[src/rtl/lock_sequencer.sv]
// Keypad/submit sequencer in front of code_checker: digit gathering, compare strobes,
// fail counting with timed lockout, and password re-programming. Optional: LOCKSEQ_AUTO_RELOCK_EN.
module lock_sequencer #(
    parameter int unsigned PASS_LEN       = 4,
    parameter int unsigned MAX_FAILS      = 3,
    parameter int unsigned LOCKOUT_CYCLES = 1000,
    parameter int unsigned RESULT_TIMEOUT = 8
`ifdef LOCKSEQ_AUTO_RELOCK_EN
    ,
    parameter int unsigned AUTO_RELOCK_CYCLES = 5000
`endif
) (
    input  logic       clk,
    input  logic       reset_n,
    input  logic       digit_valid,
    input  logic [3:0] digit,
    input  logic       submit,
    input  logic       program_req,
    input  logic       correct_password,
    input  logic       incorrect_password,
    output logic [3:0] bits,
    output logic       input_value,
    output logic       store_value,
    output logic       compare,
    output logic       input_reset,
    output logic       system_reset,
    output logic [2:0] num_inputs,
    output logic [2:0] fail_count,
    output logic       unlocked,
    output logic       locked_out,
    output logic [3:0] state_code
);

    localparam int unsigned CNT_W    = 3;
    localparam int unsigned TMR_BASE = (LOCKOUT_CYCLES > RESULT_TIMEOUT) ? LOCKOUT_CYCLES
                                                                        : RESULT_TIMEOUT;
`ifdef LOCKSEQ_AUTO_RELOCK_EN
    localparam int unsigned TMR_MAX  = (AUTO_RELOCK_CYCLES > TMR_BASE) ? AUTO_RELOCK_CYCLES
                                                                       : TMR_BASE;
`else
    localparam int unsigned TMR_MAX  = TMR_BASE;
`endif
    localparam int unsigned TMR_W    = $clog2(TMR_MAX + 1);

    localparam logic [CNT_W-1:0] PASS_N = CNT_W'(PASS_LEN);
    localparam logic [CNT_W-1:0] FAIL_N = CNT_W'(MAX_FAILS);

    typedef enum logic [2:0] {
        S_IDLE     = 3'd0,
        S_ENTRY    = 3'd1,
        S_WAIT     = 3'd2,
        S_UNLOCKED = 3'd3,
        S_FAIL     = 3'd4,
        S_LOCKOUT  = 3'd5,
        S_PROGRAM  = 3'd6
    } state_e;

    state_e             state_q, state_d;
    logic [CNT_W-1:0]   num_q, num_d;
    logic [CNT_W-1:0]   fail_q, fail_d;
    logic [3:0]         bits_q, bits_d;
    logic [TMR_W-1:0]   timer_q, timer_d;
    logic               input_value_q, input_value_d;
    logic               store_value_q, store_value_d;
    logic               compare_q, compare_d;
    logic               input_reset_q, input_reset_d;
    logic               system_reset_q, system_reset_d;
    logic               unlocked_q, locked_out_q;
    logic [3:0]         state_code_q;
    logic               digit_ok;
    logic [CNT_W-1:0]   fail_inc;

    // One shared timer serves result timeout, lockout and (optionally) auto-relock.
    always_comb begin
        state_d        = state_q;
        num_d          = num_q;
        fail_d         = fail_q;
        bits_d         = bits_q;
        timer_d        = timer_q;
        input_value_d  = 1'b0;
        store_value_d  = 1'b0;
        compare_d      = 1'b0;
        input_reset_d  = 1'b0;
        system_reset_d = 1'b0;
        digit_ok       = digit_valid && !submit && (num_q < PASS_N);
        fail_inc       = (fail_q < FAIL_N) ? fail_q + CNT_W'(1) : fail_q;

        unique case (state_q)
            S_IDLE: begin
                if (digit_ok) begin
                    bits_d        = digit;
                    num_d         = num_q + CNT_W'(1);
                    input_value_d = 1'b1;
                    state_d       = S_ENTRY;
                end
            end
            S_ENTRY: begin
                if (submit) begin
                    if (num_q == PASS_N) begin
                        compare_d = 1'b1;
                        timer_d   = '0;
                        state_d   = S_WAIT;
                    end else begin
                        state_d = S_FAIL;
                    end
                end else if (digit_ok) begin
                    bits_d        = digit;
                    num_d         = num_q + CNT_W'(1);
                    input_value_d = 1'b1;
                end
            end
            S_WAIT: begin
                if (incorrect_password) begin
                    state_d = S_FAIL;
                end else if (correct_password) begin
                    fail_d  = '0;
                    timer_d = '0;
                    state_d = S_UNLOCKED;
                end else if (timer_q == TMR_W'(RESULT_TIMEOUT - 1)) begin
                    state_d = S_FAIL;
                end else begin
                    timer_d = timer_q + TMR_W'(1);
                end
            end
            S_FAIL: begin
                fail_d = fail_inc;
                if (fail_inc == FAIL_N) begin
                    timer_d = '0;
                    state_d = S_LOCKOUT;
                end else begin
                    input_reset_d = 1'b1;
                    num_d         = '0;
                    state_d       = S_IDLE;
                end
            end
            S_LOCKOUT: begin
                if (timer_q == TMR_W'(LOCKOUT_CYCLES - 1)) begin
                    input_reset_d = 1'b1;
                    fail_d        = '0;
                    num_d         = '0;
                    state_d       = S_IDLE;
                end else begin
                    timer_d = timer_q + TMR_W'(1);
                end
            end
            S_UNLOCKED: begin
                if (submit) begin
                    input_reset_d = 1'b1;
                    num_d         = '0;
                    state_d       = S_IDLE;
                end else if (program_req) begin
                    system_reset_d = 1'b1;
                    num_d          = '0;
                    state_d        = S_PROGRAM;
                end
`ifdef LOCKSEQ_AUTO_RELOCK_EN
                else if (timer_q == TMR_W'(AUTO_RELOCK_CYCLES - 1)) begin
                    input_reset_d = 1'b1;
                    num_d         = '0;
                    state_d       = S_IDLE;
                end else begin
                    timer_d = timer_q + TMR_W'(1);
                end
`else
                // Without auto-relock the unlocked state holds until submit or program_req.
`endif
            end
            S_PROGRAM: begin
                if (submit) begin
                    if (num_q == PASS_N) begin
                        input_reset_d = 1'b1;
                        num_d         = '0;
                        state_d       = S_IDLE;
                    end
                end else if (digit_ok) begin
                    bits_d        = digit;
                    num_d         = num_q + CNT_W'(1);
                    store_value_d = 1'b1;
                end
            end
            default: begin
                state_d = S_IDLE;
            end
        endcase
    end

    // Status outputs are registered from next-state so they line up with state_q.
    always_ff @(posedge clk or negedge reset_n) begin
        if (!reset_n) begin
            state_q        <= S_IDLE;
            num_q          <= '0;
            fail_q         <= '0;
            bits_q         <= '0;
            timer_q        <= '0;
            input_value_q  <= 1'b0;
            store_value_q  <= 1'b0;
            compare_q      <= 1'b0;
            input_reset_q  <= 1'b0;
            system_reset_q <= 1'b0;
            unlocked_q     <= 1'b0;
            locked_out_q   <= 1'b0;
            state_code_q   <= '0;
        end else begin
            state_q        <= state_d;
            num_q          <= num_d;
            fail_q         <= fail_d;
            bits_q         <= bits_d;
            timer_q        <= timer_d;
            input_value_q  <= input_value_d;
            store_value_q  <= store_value_d;
            compare_q      <= compare_d;
            input_reset_q  <= input_reset_d;
            system_reset_q <= system_reset_d;
            unlocked_q     <= (state_d == S_UNLOCKED);
            locked_out_q   <= (state_d == S_LOCKOUT);
            state_code_q   <= 4'(state_d);
        end
    end

    assign bits         = bits_q;
    assign input_value  = input_value_q;
    assign store_value  = store_value_q;
    assign compare      = compare_q;
    assign input_reset  = input_reset_q;
    assign system_reset = system_reset_q;
    assign num_inputs   = num_q;
    assign fail_count   = fail_q;
    assign unlocked     = unlocked_q;
    assign locked_out   = locked_out_q;
    assign state_code   = state_code_q;

endmodule

[config.mk]
export PLATFORM = sky130hd
export DESIGN_NAME = lock_sequencer
export DESIGN_NICKNAME = d
export VERILOG_FILES = /design/src/rtl/lock_sequencer.sv
export SDC_FILE = /design/constraint.sdc
export NUM_CORES = 1
export LEC_CHECK = 0
export CAP_MARGIN = 10
export CORE_ASPECT_RATIO = 1.25
export CORE_MARGIN = 1
export CORE_UTILIZATION = 35
export CTS_CLUSTER_SIZE = 20
export DETAILED_ROUTE_END_ITERATION = 6
export MAX_ROUTING_LAYER = met4
export PLACE_DENSITY_LB_ADDON = 0.05
export SLEW_MARGIN = 20
export SYNTH_ARGS = -nofsm -noshare
export SYNTH_HDL_FRONTEND = slang
export SYNTH_SLANG_ARGS = --single-unit
[constraint.sdc]
create_clock -name clk -period 3.5 [get_ports clk]
set_input_delay 0.525 -clock clk [delete_from_list [all_inputs] [get_ports clk]]
set_output_delay 0.525 -clock clk [all_outputs]
set_load 0.01 [all_outputs]
**Run 1: routed clock nets over the placement**

Scale: 4 px per µm.
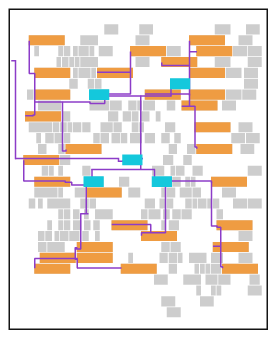
flip-flops -> orange  # count 30
clock drivers -> cyan  # count 5
clock wires -> purple  # length 397 µm
flops lie = all over the die
routed clock nets = 6

**Run 1: met3 routing**

Scale: 3 px per µm. Cells faint in the background.
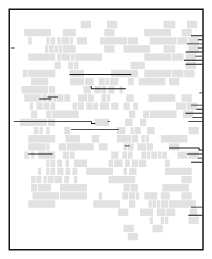
wire length on this layer = 169 µm
main direction = horizontal

**Run 1: routing congestion**

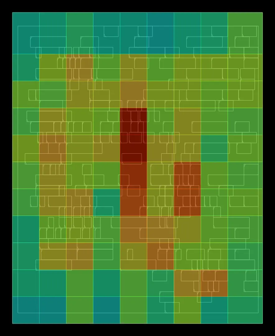
met2 demand-to-capacity share in global routing: 29.04%
total track usage: 17.34%

==> results.py, run 1 <==
# Auto-generated metrics
metrics = {
    "outcome": {
        "status": "complete, no violations",
    },
    "timing": {
        "hold_violations": 0,
        "tightestPinTransition_ns": 0.8307,
        "post-route-period-util_pct": 80.63,
    },
    "cells_and_area": {
        "area.share.sequential_pct": 35.25,
        "nets": 226,
        "antenna-diode-count": 0,
        "logic_area_um2": 865.8,
        "fillers": 460,
        "n_multi_input_combinational_cell": 133,
        "drive_gt1_share_pct": 8.962,
        "flops": 30,
    },
    "yosys": {
        "yosysMostFrequentCell": "dfrtp_1",
        "synth.lib_cells_used.distinct": 45,
        "ys.flop_type": "dfrtp_1",
        "synthCells": 178,
        "synth-seq-cells": 30,
        "share_of_synthesized_registers_carrying_an_async_set_or_reset_pct": 100.0,
        "aoi_oai_family_share_of_the_synthesized_area_pct": 22.76,
    },
    "min_path": {
        "worst_hold_path.endpoint": "bits[0]",
        "hold_start": "bits[0]",
        "hold_path_class": "register to register",
    },
    "placed_design": {
        "gp_congestion": 0.8917,
        "dp_slack_ns": 0.6507,
        "post_dp_cell_area_mm2": 0.002038,
    },
    "setup_path": {
        "timing.setup.critical_path_class": "register to register",
        "critPathLaunchType": "register",
        "required_ns": 3.65,
        "crit_chain": "nor3b_1, a41oi_1, o211ai_1, or2_1, o41ai_2",
    },
    "clock_tree": {
        "clkLatencyLatePin_ns": 0.27,
    },
    "routing": {
        "vias": 1472,
    },
    "grt": {
        "initial_antenna_violation_count": 0,
        "use_met1_pct": 20.79,
        "first_global_vias": 1424,
    },
    "floorplan": {
        "tap-cell-count": 58,
        "initial_core_util_pct": 37.29,
    },
}
**Run 1: register map, names as in the netlist**

Scale: 3 px per µm. Other sequential cells in the stronger grey, the rest of the logic in the fainter grey.
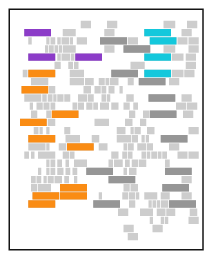

==> run 1 -> run 2 <==
==> constraint.sdc (replaced) <==
create_clock -name clk -period 2.54 [get_ports clk]
set_input_delay 0.381 -clock clk [delete_from_list [all_inputs] [get_ports clk]]
set_output_delay 0.381 -clock clk [all_outputs]
set_load 0.01 [all_outputs]
**Run 2: register map, names as in the netlist**

Scale: 3 px per µm. Other sequential cells in the stronger grey, the rest of the logic in the fainter grey.
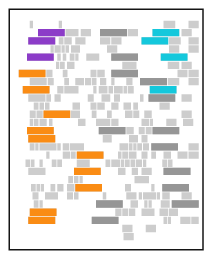
fail_count -> purple  # sequential cells 3
timer_q -> orange  # sequential cells 10
bits -> cyan  # sequential cells 4, where north-east
not coloured = 13

**Run 2: signal wires by layer**

Scale: 3 px per µm.
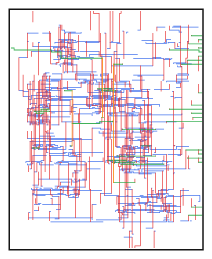
metal 1 -> blue  # wire length 1,740 µm
metal 3 -> green  # wire length 226 µm
metal 4 -> orange  # wire length 77.5 µm
metal 2 -> red  # wire length 1,930 µm

==> results.py, run 2 <==
# Auto-generated metrics
metrics = {
    "timing": {
        "tightestPinTransition_ns": 0.6737,
        "hold_violations": 0,
    },
    "cells_and_area": {
        "flops": 30,
        "fillers": 440,
        "antenna-diode-count": 0,
        "area.share.sequential_pct": 34.68,
        "drive_gt1_share_pct": 11.98,
        "area.sequential_um2": 750.7,
        "nets": 232,
        "logic_area_um2": 868.3,
        "area_growth_pct": 28.24,
        "n_multi_input_combinational_cell": 133,
    },
    "yosys": {
        "synth-seq-cells": 30,
        "aoi_oai_family_share_of_the_synthesized_area_pct": 22.76,
        "yosysMostFrequentCell": "dfrtp_1",
        "share_of_synthesized_registers_carrying_an_async_set_or_reset_pct": 100.0,
    },
    "placed_design": {
        "gp_congestion": 0.8788,
        "post_dp_cell_area_mm2": 0.002083,
        "io_buffer_count": 30,
    },
    "setup_path": {
        "crit_chain": "ha_1, or3b_1, a211oi_2, o211ai_1, or2_4, o41ai_2",
    },
    "grt": {
        "first_global_vias": 1379,
        "use_met1_pct": 20.40,
        "grt_util_all_layers_pct": 17.48,
        "initial_antenna_violation_count": 0,
        "met2_demand_to_capacity_share_in_global_routing_pct": 28.72,
    },
    "floorplan": {
        "tap-cell-count": 58,
    },
    "outcome": {
        "status": "complete, no violations",
    },
    "min_path": {
        "hold_path_class": "input pin to async pin",
    },
    "routing": {
        "vias": 1505,
    },
    "clock_tree": {
        "clkLatencyLatePin_ns": 0.28,
    },
}
